$ cat src/rtl/imem_dmem_arbiter.sv
// ---------------------------------------------------------------------------
// imem_dmem_arbiter
//
// Purpose:
//   Shares one single-port unified memory between the instruction-fetch (IF)
//   and data-memory (MEM) stages of a 5-stage MIPS pipeline. It serialises
//   requests and runs each access through IDLE -> ISSUE -> WAIT -> DONE
//   against a fixed-latency memory. It returns read data together with a
//   one-cycle ack pulse to the requester that won arbitration.
//
// Optional feature (compile-time macro ARB_FAIR_EN):
//   When ARB_FAIR_EN is defined, a last-grant flag alternates priority if
//   both requesters collide in IDLE. After a DM grant, IF wins the next
//   collision. When ARB_FAIR_EN is undefined, DM always wins.
//
// Parameters:
//   ADDR_W  - address width
//   DATA_W  - data width
//   MEM_LAT - cycles from mem_en to valid mem_rdata (1..15)
//
// Ports:
//   clk, rst_n            - rising-edge clock, synchronous active-low reset
//   if_req/if_addr        - IF read request (held until if_ack) and PC
//   if_rdata/if_ack       - fetched instruction and one-cycle completion
//   dm_req/dm_we          - MEM request (held until dm_ack), 1 = store
//   dm_addr/dm_wdata      - data address and store data
//   dm_rdata/dm_ack       - load data and one-cycle completion
//   mem_en/mem_we         - memory strobe (one cycle) and write enable
//   mem_addr/mem_wdata    - memory address and write data
//   mem_rdata             - memory read data, valid MEM_LAT cycles after mem_en
//   stall_if/stall_mem    - combinational req & ~ack stall indications
// ---------------------------------------------------------------------------
module imem_dmem_arbiter #(
    parameter int ADDR_W  = 32,
    parameter int DATA_W  = 32,
    parameter int MEM_LAT = 2
) (
    input  logic              clk,
    input  logic              rst_n,
    input  logic              if_req,
    input  logic [ADDR_W-1:0] if_addr,
    output logic [DATA_W-1:0] if_rdata,
    output logic              if_ack,
    input  logic              dm_req,
    input  logic              dm_we,
    input  logic [ADDR_W-1:0] dm_addr,
    input  logic [DATA_W-1:0] dm_wdata,
    output logic [DATA_W-1:0] dm_rdata,
    output logic              dm_ack,
    output logic              mem_en,
    output logic              mem_we,
    output logic [ADDR_W-1:0] mem_addr,
    output logic [DATA_W-1:0] mem_wdata,
    input  logic [DATA_W-1:0] mem_rdata,
    output logic              stall_if,
    output logic              stall_mem
);

    localparam logic [1:0] ST_IDLE  = 2'd0;
    localparam logic [1:0] ST_ISSUE = 2'd1;
    localparam logic [1:0] ST_WAIT  = 2'd2;
    localparam logic [1:0] ST_DONE  = 2'd3;

    // The counter is loaded with MEM_LAT-1 so that the last WAIT cycle
    // (count 0) coincides with the cycle in which mem_rdata is valid.
    localparam logic [3:0] LAT_LOAD = 4'(MEM_LAT - 1);

    logic [1:0]        state_r;
    logic [3:0]        cnt_r;
    logic              grant_dm_r;
    logic              mem_en_r;
    logic              mem_we_r;
    logic [ADDR_W-1:0] mem_addr_r;
    logic [DATA_W-1:0] mem_wdata_r;
    logic [DATA_W-1:0] if_rdata_r;
    logic [DATA_W-1:0] dm_rdata_r;
    logic              if_ack_r;
    logic              dm_ack_r;
    logic              pick_dm_s;

`ifdef ARB_FAIR_EN
    logic              last_dm_r;

    // Last-grant flag: remembers whether the access just completed was DM.
    always_ff @(posedge clk) begin
        if (!rst_n) begin
            last_dm_r <= 1'b0;
        end else if (state_r == ST_DONE) begin
            last_dm_r <= grant_dm_r;
        end else begin
            last_dm_r <= last_dm_r;
        end
    end

    // Winner selection: on a collision, IF wins only if DM had the last grant.
    always_comb begin
        pick_dm_s = 1'b0;
        if (dm_req && if_req) begin
            pick_dm_s = ~last_dm_r;
        end else begin
            pick_dm_s = dm_req;
        end
    end
`else
    // Winner selection: DM (the older instruction) always wins a collision.
    always_comb begin
        pick_dm_s = 1'b0;
        if (dm_req) begin
            pick_dm_s = 1'b1;
        end else begin
            pick_dm_s = 1'b0;
        end
    end
`endif

    // Access sequencer: arbitration, memory strobe, latency count, capture and ack.
    always_ff @(posedge clk) begin
        if (!rst_n) begin
            state_r     <= ST_IDLE;
            cnt_r       <= 4'd0;
            grant_dm_r  <= 1'b0;
            mem_en_r    <= 1'b0;
            mem_we_r    <= 1'b0;
            mem_addr_r  <= '0;
            mem_wdata_r <= '0;
            if_rdata_r  <= '0;
            dm_rdata_r  <= '0;
            if_ack_r    <= 1'b0;
            dm_ack_r    <= 1'b0;
        end else begin
            // Strobes are single-cycle pulses unless re-asserted below.
            mem_en_r <= 1'b0;
            if_ack_r <= 1'b0;
            dm_ack_r <= 1'b0;
            case (state_r)
                ST_IDLE: begin
                    if (if_req || dm_req) begin
                        grant_dm_r <= pick_dm_s;
                        mem_en_r   <= 1'b1;
                        state_r    <= ST_ISSUE;
                        if (pick_dm_s) begin
                            mem_addr_r  <= dm_addr;
                            mem_we_r    <= dm_we;
                            mem_wdata_r <= dm_wdata;
                        end else begin
                            mem_addr_r  <= if_addr;
                            mem_we_r    <= 1'b0;
                            mem_wdata_r <= '0;
                        end
                    end else begin
                        state_r <= ST_IDLE;
                    end
                end
                ST_ISSUE: begin
                    cnt_r   <= LAT_LOAD;
                    state_r <= ST_WAIT;
                end
                ST_WAIT: begin
                    if (cnt_r == 4'd0) begin
                        state_r <= ST_DONE;
                        if (grant_dm_r) begin
                            dm_ack_r <= 1'b1;
                            // Stores leave the previous load data untouched.
                            if (!mem_we_r) begin
                                dm_rdata_r <= mem_rdata;
                            end else begin
                                dm_rdata_r <= dm_rdata_r;
                            end
                        end else begin
                            if_ack_r   <= 1'b1;
                            if_rdata_r <= mem_rdata;
                        end
                    end else begin
                        cnt_r <= cnt_r - 4'd1;
                    end
                end
                ST_DONE: begin
                    // Requests seen here are ignored; they are re-sampled in IDLE.
                    state_r <= ST_IDLE;
                end
                default: begin
                    state_r <= ST_IDLE;
                end
            endcase
        end
    end

    assign if_rdata  = if_rdata_r;
    assign if_ack    = if_ack_r;
    assign dm_rdata  = dm_rdata_r;
    assign dm_ack    = dm_ack_r;
    assign mem_en    = mem_en_r;
    assign mem_we    = mem_we_r;
    assign mem_addr  = mem_addr_r;
    assign mem_wdata = mem_wdata_r;
    assign stall_if  = if_req & ~if_ack_r;
    assign stall_mem = dm_req & ~dm_ack_r;

endmodule

$ cat config.mk
export PLATFORM = sky130hd
export DESIGN_NAME = imem_dmem_arbiter
export DESIGN_NICKNAME = d
export VERILOG_FILES = /design/src/rtl/imem_dmem_arbiter.sv
export SDC_FILE = /design/constraint.sdc
export NUM_CORES = 1
export LEC_CHECK = 0
export CAP_MARGIN = 20
export CORE_MARGIN = 3
export CORE_UTILIZATION = 41
export DETAILED_ROUTE_END_ITERATION = 8
export GPL_TIMING_DRIVEN = 0
export PLACE_DENSITY = 0.8
export SYNTH_ARGS = -nofsm -noshare
export SYNTH_HDL_FRONTEND = slang
export SYNTH_SLANG_ARGS = --single-unit
$ cat constraint.sdc
create_clock -name clk -period 2.3 [get_ports clk]
set_input_delay 0.575 -clock clk [delete_from_list [all_inputs] [get_ports clk]]
set_output_delay 0.575 -clock clk [all_outputs]
set_load 0.02 [all_outputs]
layer_met1.png
Cells faint in the background.
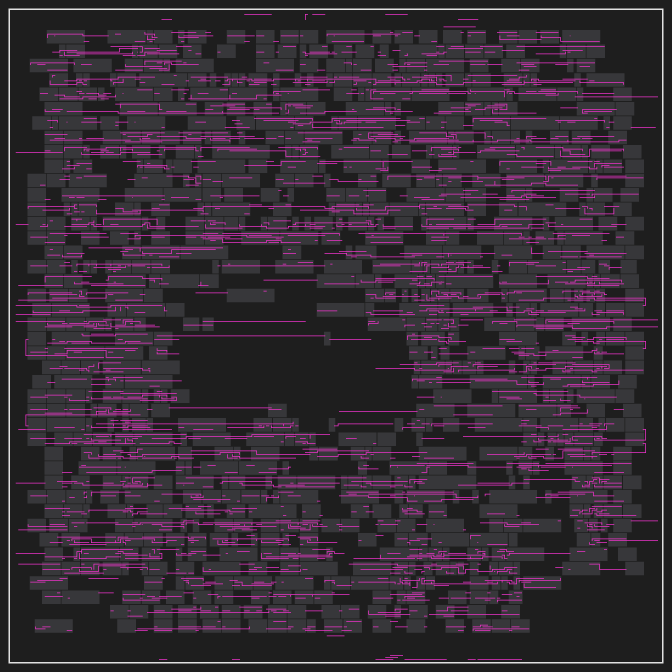
nets with wire on the layer: 887
longest straight run: 37.3 um

layer_met2.png
Scale bar: 20 um.
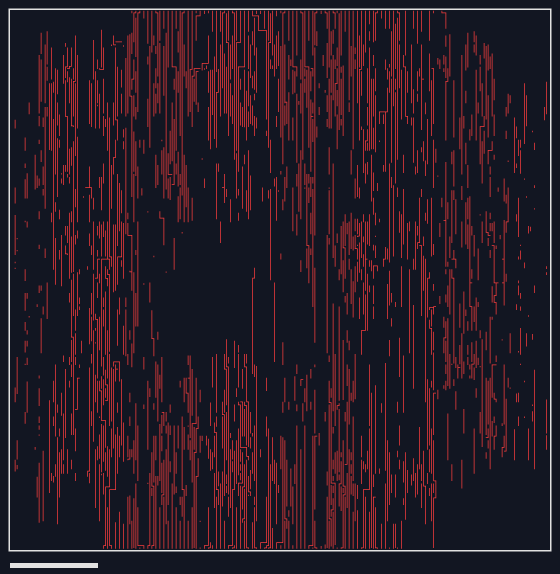
longest straight run: 42.8 um
wire length on this layer: 8900 um
main direction: vertical

layer_met3.png
Scale bar: 20 um.
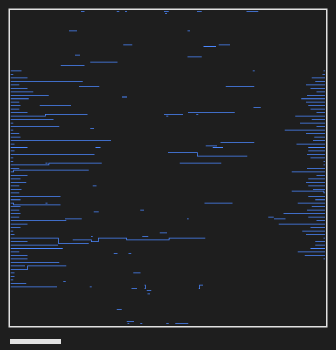
main direction: horizontal
longest straight run: 38.9 um
nets with wire on the layer: 150
wire length on this layer: 1230 um
share of all routed wire: 7.0%

==> flow_summary.toml <==
# physical design summary
[flow_run]
maxCapViolations = 0
tool_warnings = 28

[global_route]
overflow = 0
grt.busiest_layer = "met2"
use_met2_pct = 39.4
grt_pass1_vias = 5530
use_met1_pct = 26.1
grt_pass1_wl_um = 27300
use_met3_pct = 6.72
grt_max_degree = 20
track_usage_pct = 23.0

[floorplan]
chipWidth_um = 123
row_count = 42
taps = 176
ioPinCount = 267
die_h_um = 123
initCoreUtil_pct = 42.3
dieArea_um2 = 15200
coreArea_um2 = 13300

[final_layout]
comb_cells = 398
layout_top_cell = "clkdlybuf4s50_1"
n_clock_buffer = 19
logic_area_um2 = 2610
stdcell_area_um2 = 9140
buffers_excl_clock = 311
nets = 1008
mostFrequentLayoutCells = "clkdlybuf4s50_1, nand2_1, dfxtp_1, mux2i_1, nand3_1"
n_antenna_cell = 0
comb_share_pct = 28.5
seq_share_pct = 30.5
largest_class = "non-clock buffers"
final_cells = 1060
seq_area_um2 = 2780
postLayoutCoreUtil_pct = 68.4
clock_tree_area_fraction_pct = 6.75
syn_to_final_growth_pct = 61.7
buf_share_pct = 31.7

[logic_synthesis]
synthAdderAreaFrac_pct = 0.886
top_cells_by_count = "nand2_1, dfxtp_1, mux2i_1, nand3_1, a21boi_0"
mux_area_share_pct = 17.4
ys_sh_aoi_pct = 11.0
ys_ff = 139
most_common_cell = "nand2_1"
yosys_warnings = 0
async_reset_ff_share_pct = 0
synthTopCellsByArea = "dfxtp_1, mux2i_1, nand2_1, o211a_1, a21boi_0"
xor_share_pct = 0
yosys.stat.seqShare_pct = 49.2
topCombFamilyByArea = "multiplexers"
yosysTopAreaCell = "dfxtp_1"
ys_chip_area_um2 = 5650
synth_area_um2 = 5650
syn_avg_cell_area_um2 = 9.59
edf_count = 0
synth.distinct_cells = 30
top_area_share_pct = 49.2
fp_nets = 726
dominantRegCellSynth = "dfxtp_1"
syn-instance-count = 589
synth-simple-area-share_pct = 16.9

[placed_design]
post-place-cells = 1029
gp_congestion = 0.801
placed_area_um2 = 8510
pre_cts_slack_ns = -0.634
io_buffers = 264
hpwl_um = 13300

[sta]
hold_viol_final = 0
rsz0062_at_grt = "no"
drv_slew = 0
finalWorstSetupSlack_ns = 0.122
holdWs_ns = 0.456
fmax_mhz = 459
max_slew_margin_pct = 53.1
finalSetupViolCount = 0
tightest_slew_ns = 0.704
finalClockPeriodUsage_pct = 94.7
min_period_ns = 2.18
fin_tns_setup_ns = 0

[routing]
routed_wl_um = 17600
drc = 0
via_per_inst = 5.00
topRoutingLayerUsed = "met4"
wl_met2_um = 8900
ant_nets = 0
dr_wl_met3_um = 1230
vias = 5302
drt_iter0_drc = 281
detail_route.wl_per_cell_um = 16.6
first_pass_iters = 5

[cts]
holdBufCountCts = 0
path_clk_slew_ns = 0.06
h-tree-depth = 4
cts_tree = "yes"
clk_path_buf_depth = 2
cts-resized-gates = 6

[pwr]
pg_comb_uw = 3480
finalPower_uw = 9500
seq_cell_power_uw = 3200
pwr-share-seq_pct = 33.7
ir_drop_uv = 658
comb_power_share_pct = 36.6
p_sw_uw = 3220
p_leak_uw = 0.00365
powerClk_uw = 2820
power.group.top = "combinational cells"
p_int_uw = 6280
powerDensity_nw_per_um2 = 1040
sw_frac_of_total_pct = 33.9
clkPwrFrac_pct = 29.7

[worst_setup_path]
worstSetupEndpointType = "output port"
crit_path_start = "if_req"
path_cells = "clkdlybuf4s50_1, nor2b_1, dlygate4sd2_1"
path_depth = 3
r2r-start = "state_r[0]"
arrival_ns = 1.60
critPathLaunchType = "input port"
worstPathRequired_ns = 1.73
cp_top_family = "buffers and inverters"
criticalPathCategory = "in -> out"
crit_path_max_fanout = 3
crit_path_end = "stall_if"
slowest_delay_ns = 0.53
r2r_slack_ns = 0.34
r2r_end = "if_rdata[20]"
critPathSlowestCell = "clkdlybuf4s50_1"

[worst_hold_path]
hold_class = "reg -> reg"
min_from = "dm_rdata[25]"
holdPathEnd = "dm_rdata[25]"

[run_status]
outcome = "completed"
layer_met4.png
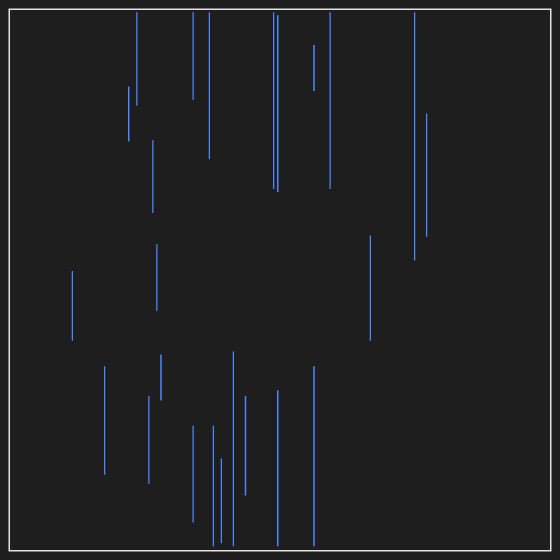
wire length on this layer: 637 um
nets with wire on the layer: 19
share of all routed wire: 3.6%
longest straight run: 56.4 um

clocks.png
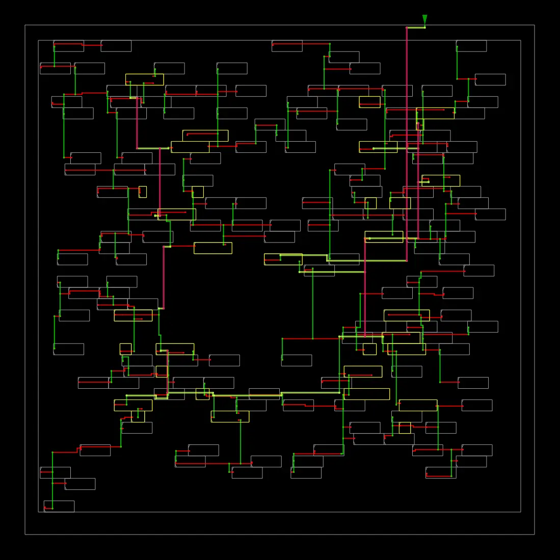
# clock sinks: 139
Late-Pin Clk Latency: 0.42 ns
CTS Buf Count: 17
Clock Skews: 0.0122 ns
flip-flops: 139

Power is estimated from default activity; no workload was simulated.
